Fig. 1: cell placement
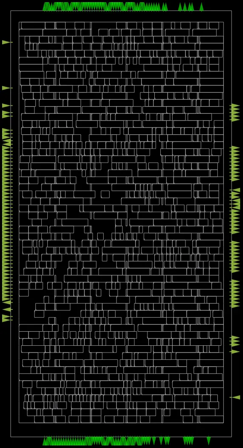
Fig. 2: cell sizes after repair
Scale: 4 px per um.
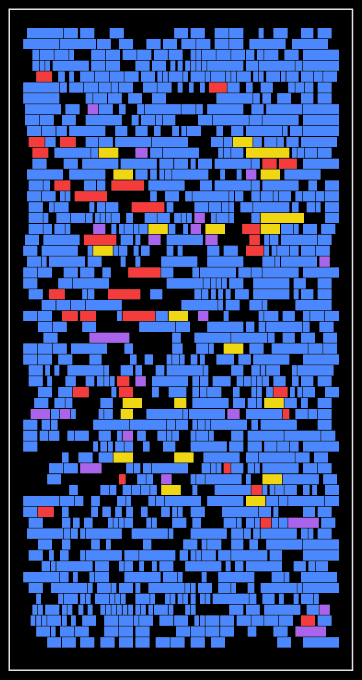
Fig. 3: wires at chosen ports, followed through buffers
Scale: 2 px per um.
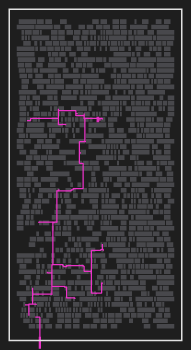
Fig. 4: selected gate families
Scale: 4 px per um.
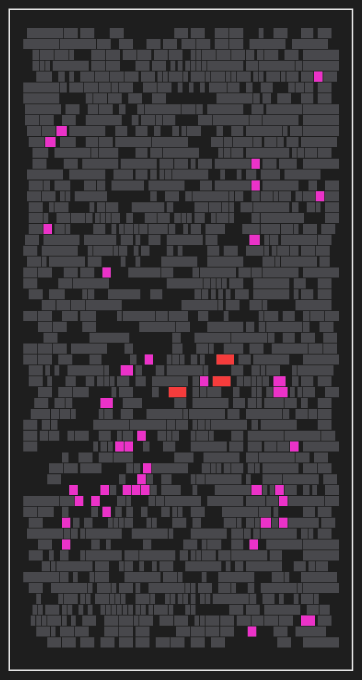
Fig. 5: pin placement
Scale: 4 px per um. Pins as bars across the die edge, other pins in gray.
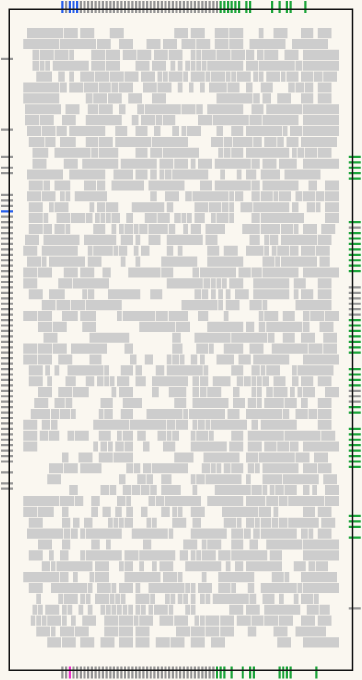
$ cat config.mk
export PLATFORM = sky130hd
export DESIGN_NAME = write_back_unit
export DESIGN_NICKNAME = d
export VERILOG_FILES = /design/src/rtl/write_back_unit.sv
export SDC_FILE = /design/constraint.sdc
export NUM_CORES = 1
export LEC_CHECK = 0
export CORE_ASPECT_RATIO = 2
export CORE_MARGIN = 3
export CORE_UTILIZATION = 51
export CTS_BUF_LIST = sky130_fd_sc_hd__clkbuf_2 sky130_fd_sc_hd__clkbuf_4 sky130_fd_sc_hd__clkbuf_8
export CTS_CLUSTER_SIZE = 40
export DETAILED_ROUTE_END_ITERATION = 10
export PLACE_DENSITY_LB_ADDON = 0.1
export SLEW_MARGIN = 20
export SYNTH_ARGS = -nofsm -noshare
export SYNTH_HDL_FRONTEND = slang
export SYNTH_SLANG_ARGS = --single-unit
$ cat constraint.sdc
create_clock -name clk -period 5.55 [get_ports clk]
set_clock_uncertainty 0.05 [all_clocks]
set_input_delay 0.8325 -clock clk [delete_from_list [all_inputs] [get_ports clk]]
set_output_delay 0.8325 -clock clk [all_outputs]
set_load 0.01 [all_outputs]
$ cat src/rtl/write_back_unit.sv
`default_nettype none
// ============================================================================
// Module   : write_back_unit
// Purpose  : Final pipeline stage. Accepts decoded write-back requests and
//            produces a registered register-file write. ALU / PC+4 results
//            are written the cycle after acceptance. Loads park the unit in
//            WAIT_MEM until the memory response arrives; the raw word is then
//            byte/half selected and sign/zero extended. Bus errors,
//            misaligned accesses, illegal load widths and response timeouts
//            raise a one-cycle load_fault instead of a write.
// Ports    : clk, reset_n (async, active-low)
//            in_valid/in_ready       - request handshake
//            write_enable, addr_rd   - destination register controls
//            wb_sel                  - 00 ALU, 01 MEM, 10 PC (11 treated as ALU)
//            alu_result, pc_plus4    - non-load write-back sources
//            load_funct3, load_addr_lo - load width/sign and byte offset
//            mem_rvalid, mem_rdata, mem_err - load response
//            rf_we, rf_waddr, rf_wdata - registered register-file write port
//            load_fault              - one-cycle pulse on a faulted load
//            instret                 - 64-bit retired-instruction counter
// Revision : 1.0 - initial release
// ============================================================================
module write_back_unit #(
    parameter int unsigned TIMEOUT_CYCLES = 64
) (
    input  logic        clk,
    input  logic        reset_n,
    input  logic        in_valid,
    output logic        in_ready,
    input  logic        write_enable,
    input  logic [4:0]  addr_rd,
    input  logic [1:0]  wb_sel,
    input  logic [31:0] alu_result,
    input  logic [31:0] pc_plus4,
    input  logic [2:0]  load_funct3,
    input  logic [1:0]  load_addr_lo,
    input  logic        mem_rvalid,
    input  logic [31:0] mem_rdata,
    input  logic        mem_err,
    output logic        rf_we,
    output logic [4:0]  rf_waddr,
    output logic [31:0] rf_wdata,
    output logic        load_fault,
    output logic [63:0] instret
);

    localparam logic [1:0] WB_SEL_ALU = 2'd0;
    localparam logic [1:0] WB_SEL_MEM = 2'd1;
    localparam logic [1:0] WB_SEL_PC  = 2'd2;

    // Counter value seen in the last permitted no-response cycle.
    localparam logic [7:0] TIMEOUT_LAST = 8'(TIMEOUT_CYCLES - 1);

    typedef enum logic [0:0] {
        S_IDLE     = 1'b0,
        S_WAIT_MEM = 1'b1
    } state_t;

    state_t      state_q, state_d;
    logic [7:0]  wait_cnt_q, wait_cnt_d;

    // Request fields captured at acceptance; only loads consume them later.
    // wb_sel itself need not be stored: being in WAIT_MEM already means MEM.
    logic        we_q;
    logic [4:0]  rd_q;
    logic [2:0]  funct3_q;
    logic [1:0]  addr_lo_q;

    logic        rf_we_q, rf_we_d;
    logic [4:0]  rf_waddr_q, rf_waddr_d;
    logic [31:0] rf_wdata_q, rf_wdata_d;
    logic        load_fault_q, load_fault_d;
    logic [63:0] instret_q, instret_d;

    logic        accept;
    logic        retire;
    logic [7:0]  ld_byte;
    logic [15:0] ld_half;
    logic [31:0] ld_data;
    logic        ld_fault;

    // ------------------------------------------------------------------
    // Load data extraction and fault classification (uses captured fields)
    // ------------------------------------------------------------------
    always_comb begin
        ld_byte  = 8'h00;
        ld_half  = 16'h0000;
        ld_data  = 32'h0000_0000;
        ld_fault = mem_err;

        unique case (addr_lo_q)
            2'd0:    ld_byte = mem_rdata[7:0];
            2'd1:    ld_byte = mem_rdata[15:8];
            2'd2:    ld_byte = mem_rdata[23:16];
            default: ld_byte = mem_rdata[31:24];
        endcase
        ld_half = addr_lo_q[1] ? mem_rdata[31:16] : mem_rdata[15:0];

        unique case (funct3_q)
            3'b000: ld_data = {{24{ld_byte[7]}}, ld_byte};
            3'b100: ld_data = {24'h000000, ld_byte};
            3'b001: begin
                ld_data = {{16{ld_half[15]}}, ld_half};
                if (addr_lo_q[0]) ld_fault = 1'b1;
            end
            3'b101: begin
                ld_data = {16'h0000, ld_half};
                if (addr_lo_q[0]) ld_fault = 1'b1;
            end
            3'b010: begin
                ld_data = mem_rdata;
                if (addr_lo_q != 2'd0) ld_fault = 1'b1;
            end
            default: ld_fault = 1'b1;   // 011, 110, 111 are not legal loads
        endcase
    end

    // ------------------------------------------------------------------
    // Next-state / output logic
    // ------------------------------------------------------------------
    always_comb begin
        state_d      = state_q;
        wait_cnt_d   = wait_cnt_q;
        rf_we_d      = 1'b0;
        rf_waddr_d   = rf_waddr_q;     // hold last written address/data
        rf_wdata_d   = rf_wdata_q;
        load_fault_d = 1'b0;
        retire       = 1'b0;
        accept       = 1'b0;
        in_ready     = 1'b0;

        unique case (state_q)
            S_IDLE: begin
                in_ready = 1'b1;
                if (in_valid) begin
                    accept = 1'b1;
                    if (wb_sel == WB_SEL_MEM) begin
                        state_d    = S_WAIT_MEM;
                        wait_cnt_d = 8'd0;
                    end else begin
                        retire = 1'b1;
                        if (write_enable && (addr_rd != 5'd0)) begin
                            rf_we_d    = 1'b1;
                            rf_waddr_d = addr_rd;
                            unique case (wb_sel)
                                WB_SEL_ALU: rf_wdata_d = alu_result;
                                WB_SEL_PC:  rf_wdata_d = pc_plus4;
                                default:    rf_wdata_d = alu_result;
                            endcase
                        end
                    end
                end
            end

            S_WAIT_MEM: begin
                if (mem_rvalid) begin
                    state_d = S_IDLE;
                    if (ld_fault) begin
                        load_fault_d = 1'b1;
                    end else begin
                        retire = 1'b1;
                        if (we_q && (rd_q != 5'd0)) begin
                            rf_we_d    = 1'b1;
                            rf_waddr_d = rd_q;
                            rf_wdata_d = ld_data;
                        end
                    end
                end else if (wait_cnt_q >= TIMEOUT_LAST) begin
                    state_d      = S_IDLE;
                    load_fault_d = 1'b1;
                end else begin
                    wait_cnt_d = wait_cnt_q + 8'd1;
                end
            end

            default: state_d = S_IDLE;
        endcase

        instret_d = instret_q + {63'd0, retire};
    end

    // ------------------------------------------------------------------
    // Registers
    // ------------------------------------------------------------------
    always_ff @(posedge clk or negedge reset_n) begin
        if (!reset_n) begin
            state_q      <= S_IDLE;
            wait_cnt_q   <= 8'd0;
            we_q         <= 1'b0;
            rd_q         <= 5'd0;
            funct3_q     <= 3'd0;
            addr_lo_q    <= 2'd0;
            rf_we_q      <= 1'b0;
            rf_waddr_q   <= 5'd0;
            rf_wdata_q   <= 32'h0000_0000;
            load_fault_q <= 1'b0;
            instret_q    <= 64'd0;
        end else begin
            state_q      <= state_d;
            wait_cnt_q   <= wait_cnt_d;
            rf_we_q      <= rf_we_d;
            rf_waddr_q   <= rf_waddr_d;
            rf_wdata_q   <= rf_wdata_d;
            load_fault_q <= load_fault_d;
            instret_q    <= instret_d;
            if (accept) begin
                we_q      <= write_enable;
                rd_q      <= addr_rd;
                funct3_q  <= load_funct3;
                addr_lo_q <= load_addr_lo;
            end
        end
    end

    assign rf_we      = rf_we_q;
    assign rf_waddr   = rf_waddr_q;
    assign rf_wdata   = rf_wdata_q;
    assign load_fault = load_fault_q;
    assign instret    = instret_q;

endmodule
`default_nettype wire

==> run summary <==
top flip-flop cell by instance count after synthesis = sky130_fd_sc_hd__dfrtp_1
number of antenna violations at the first check in global routing = 0
portion of the clock cycle consumed by the worst path in the final layout = 0.584
count of tool warnings = 26
detailed-route wire length per cell = 19.1 um
destination of the worst register-to-register timing path = instret[56]
fraction of layout cells with a size suffix above 1 = 0.0819
outcome = completed
Worst VDD drop = 0.231 mV
tally of unique sky130hd cells used after synthesis = 51
post-CTS resize count = 0
Leakage = 3.94 nW
data required time of the critical path = 5.86 ns
RSZ-0062 raised after global routing = false
worst setup path start = wb_sel[1]
Latency at later pin = 0.44 ns
Worst setup SP type = input port
Mapped Avg Cell Area = 9.48 um^2
final setup violation count = 0
Reg-to-Reg Start = addr_lo_q[1]
post-synthesis sequential area ratio = 0.478
Max transition margin = 0.267
crit path capture = instret[56]
class of the tightest hold or removal check = input port to async pin
buffering overhead = 0.244
global-route wire length before repair = 30900 um
About Fig. 1:
Well Taps: 147
sequential share of cell area: 0.338
sequential cells: 123
area of the core: 12300 um^2

About Fig. 2:
yellow -> _6 and larger  # cells 21, share 2.3%, most used clkbuf_8
red -> _2 cells  # cells 32, share 3.5%, most used mux2_2
blue -> _0 and _1 cells  # cells 829, share 92%, most used clkdlybuf4s50_1
purple -> _3 and _4 cells  # cells 21, share 2.3%, most used buf_4
cell area after layout: 9110 um^2
number of buffers other than clock buffers in the final layout: 224

About Fig. 3:
magenta -> `in_ready`  # bits 1, direction output, edge bottom, end cells 1, wire 306 um

About Fig. 4:
red -> adder and majority cells  # cells 3
magenta -> AND and OR gates  # cells 39
Commonest Layout Cell: sky130_fd_sc_hd__clkdlybuf4s50_1
Layout Cells excl Fill: 1050
fraction of standard cell area in multi-input logic: 0.349

About Fig. 5:
blue -> `rf_waddr`  # pins 5, direction output, edge 4 top, 1 left
green -> `instret`  # pins 64, direction output, edge 39 right, 13 top, 12 bottom
magenta -> `in_ready`  # pins 1, direction output, edge bottom
all pins by edge = 58 left, 56 top, 54 bottom, 50 right
height of the die: 165 um
Die X: 85.5 um
buffers added on ports: 217

## report_power, final
group | leakage, nW | total [mW] | switching, mW | internal, mW
logic | 2.17 | 0.645 | 0.291 | 0.353
registers | 1.57 | 1.10 | 0.0929 | 1.01
clock network | 0.201 | 0.793 | 0.381 | 0.412
total | 3.94 | 2.54 | 0.765 | 1.77
## state kept, by name, summed over array words and instances, names as in the netlist
register and flops:
rf_wdata 32, funct3_q 3, instret 64, rf_waddr 5
rd_q 5, state_q 1, addr_lo_q 2, load_fault 1
we_q 1, wait_cnt_q 8, rf_we 1
## cells by family (layout without fill, tap and decap cells)
kind of cell | after synthesis | after routing | share of synthesized area
AND/OR/NAND/NOR | 306 | 306 | 0.229
XOR/XNOR | 65 | 65 | 0.0884
AND-OR/OR-AND | 103 | 103 | 0.0987
adder cells (fa/ha/maj) | 3 | 3 | 0.00583
multiplexers | 33 | 33 | 0.0676
buffers and inverters | 46 | 270 | 0.0321
flip-flops | 123 | 123 | 0.478
## per-layer routing
layer  vias to the layer above  routed length [um]  track usage
met3                        69                1030       0.0459
met2                       275               11400        0.540
li1                       2781                   -            -
met4                         0                1020        0.153
met1                      2844                6600        0.291
met5                         -                   0            0
## critical path, stage by stage
cell,delay [ns]
sky130_fd_sc_hd__clkdlybuf4s50_1,0.49
sky130_fd_sc_hd__nand2b_1,0.16
sky130_fd_sc_hd__a22oi_1,0.08
sky130_fd_sc_hd__a21oi_1,0.23
sky130_fd_sc_hd__ha_1,0.24
sky130_fd_sc_hd__ha_1,0.23
sky130_fd_sc_hd__nand4_1,0.13
sky130_fd_sc_hd__nor4_1,0.37
sky130_fd_sc_hd__nand4_2,0.25
sky130_fd_sc_hd__nor4_1,0.36
sky130_fd_sc_hd__xor2_1,0.18
## metrics by stage
step	cells	hold slack, ns	instance area, um^2
2_1_floorplan	679	0.415	6440
3_3_place_gp	1018	0.411	8700
3_5_place_dp	1018	0.413	8700
4_1_cts	1050	0.427	9100
5_1_grt	1050	0.443	9110
6_report	1050	0.422	9110
## cell usage after synthesis (4+ instances only)
master	n
sky130_fd_sc_hd__clkbuf_1	18
sky130_fd_sc_hd__buf_4	4
sky130_fd_sc_hd__mux4_2	7
sky130_fd_sc_hd__a221oi_1	8
sky130_fd_sc_hd__xnor2_1	42
sky130_fd_sc_hd__nor2_1	66
sky130_fd_sc_hd__nor4_1	6
sky130_fd_sc_hd__xor2_1	23
sky130_fd_sc_hd__o22a_1	8
sky130_fd_sc_hd__nor2b_1	5
sky130_fd_sc_hd__and2_1	16
sky130_fd_sc_hd__nand2_1	123
sky130_fd_sc_hd__dfrtp_1	123
sky130_fd_sc_hd__inv_1	13
sky130_fd_sc_hd__mux2i_1	15
sky130_fd_sc_hd__nand2b_1	4
sky130_fd_sc_hd__o21ai_0	47
sky130_fd_sc_hd__a31oi_1	24
sky130_fd_sc_hd__nor3_1	11
sky130_fd_sc_hd__a21oi_1	6
sky130_fd_sc_hd__buf_2	9
sky130_fd_sc_hd__nand4_1	14
sky130_fd_sc_hd__mux2_2	10
sky130_fd_sc_hd__and3_1	12
sky130_fd_sc_hd__nand3_1	28
No activity file was given, so power comes from the tool's default toggle rates.
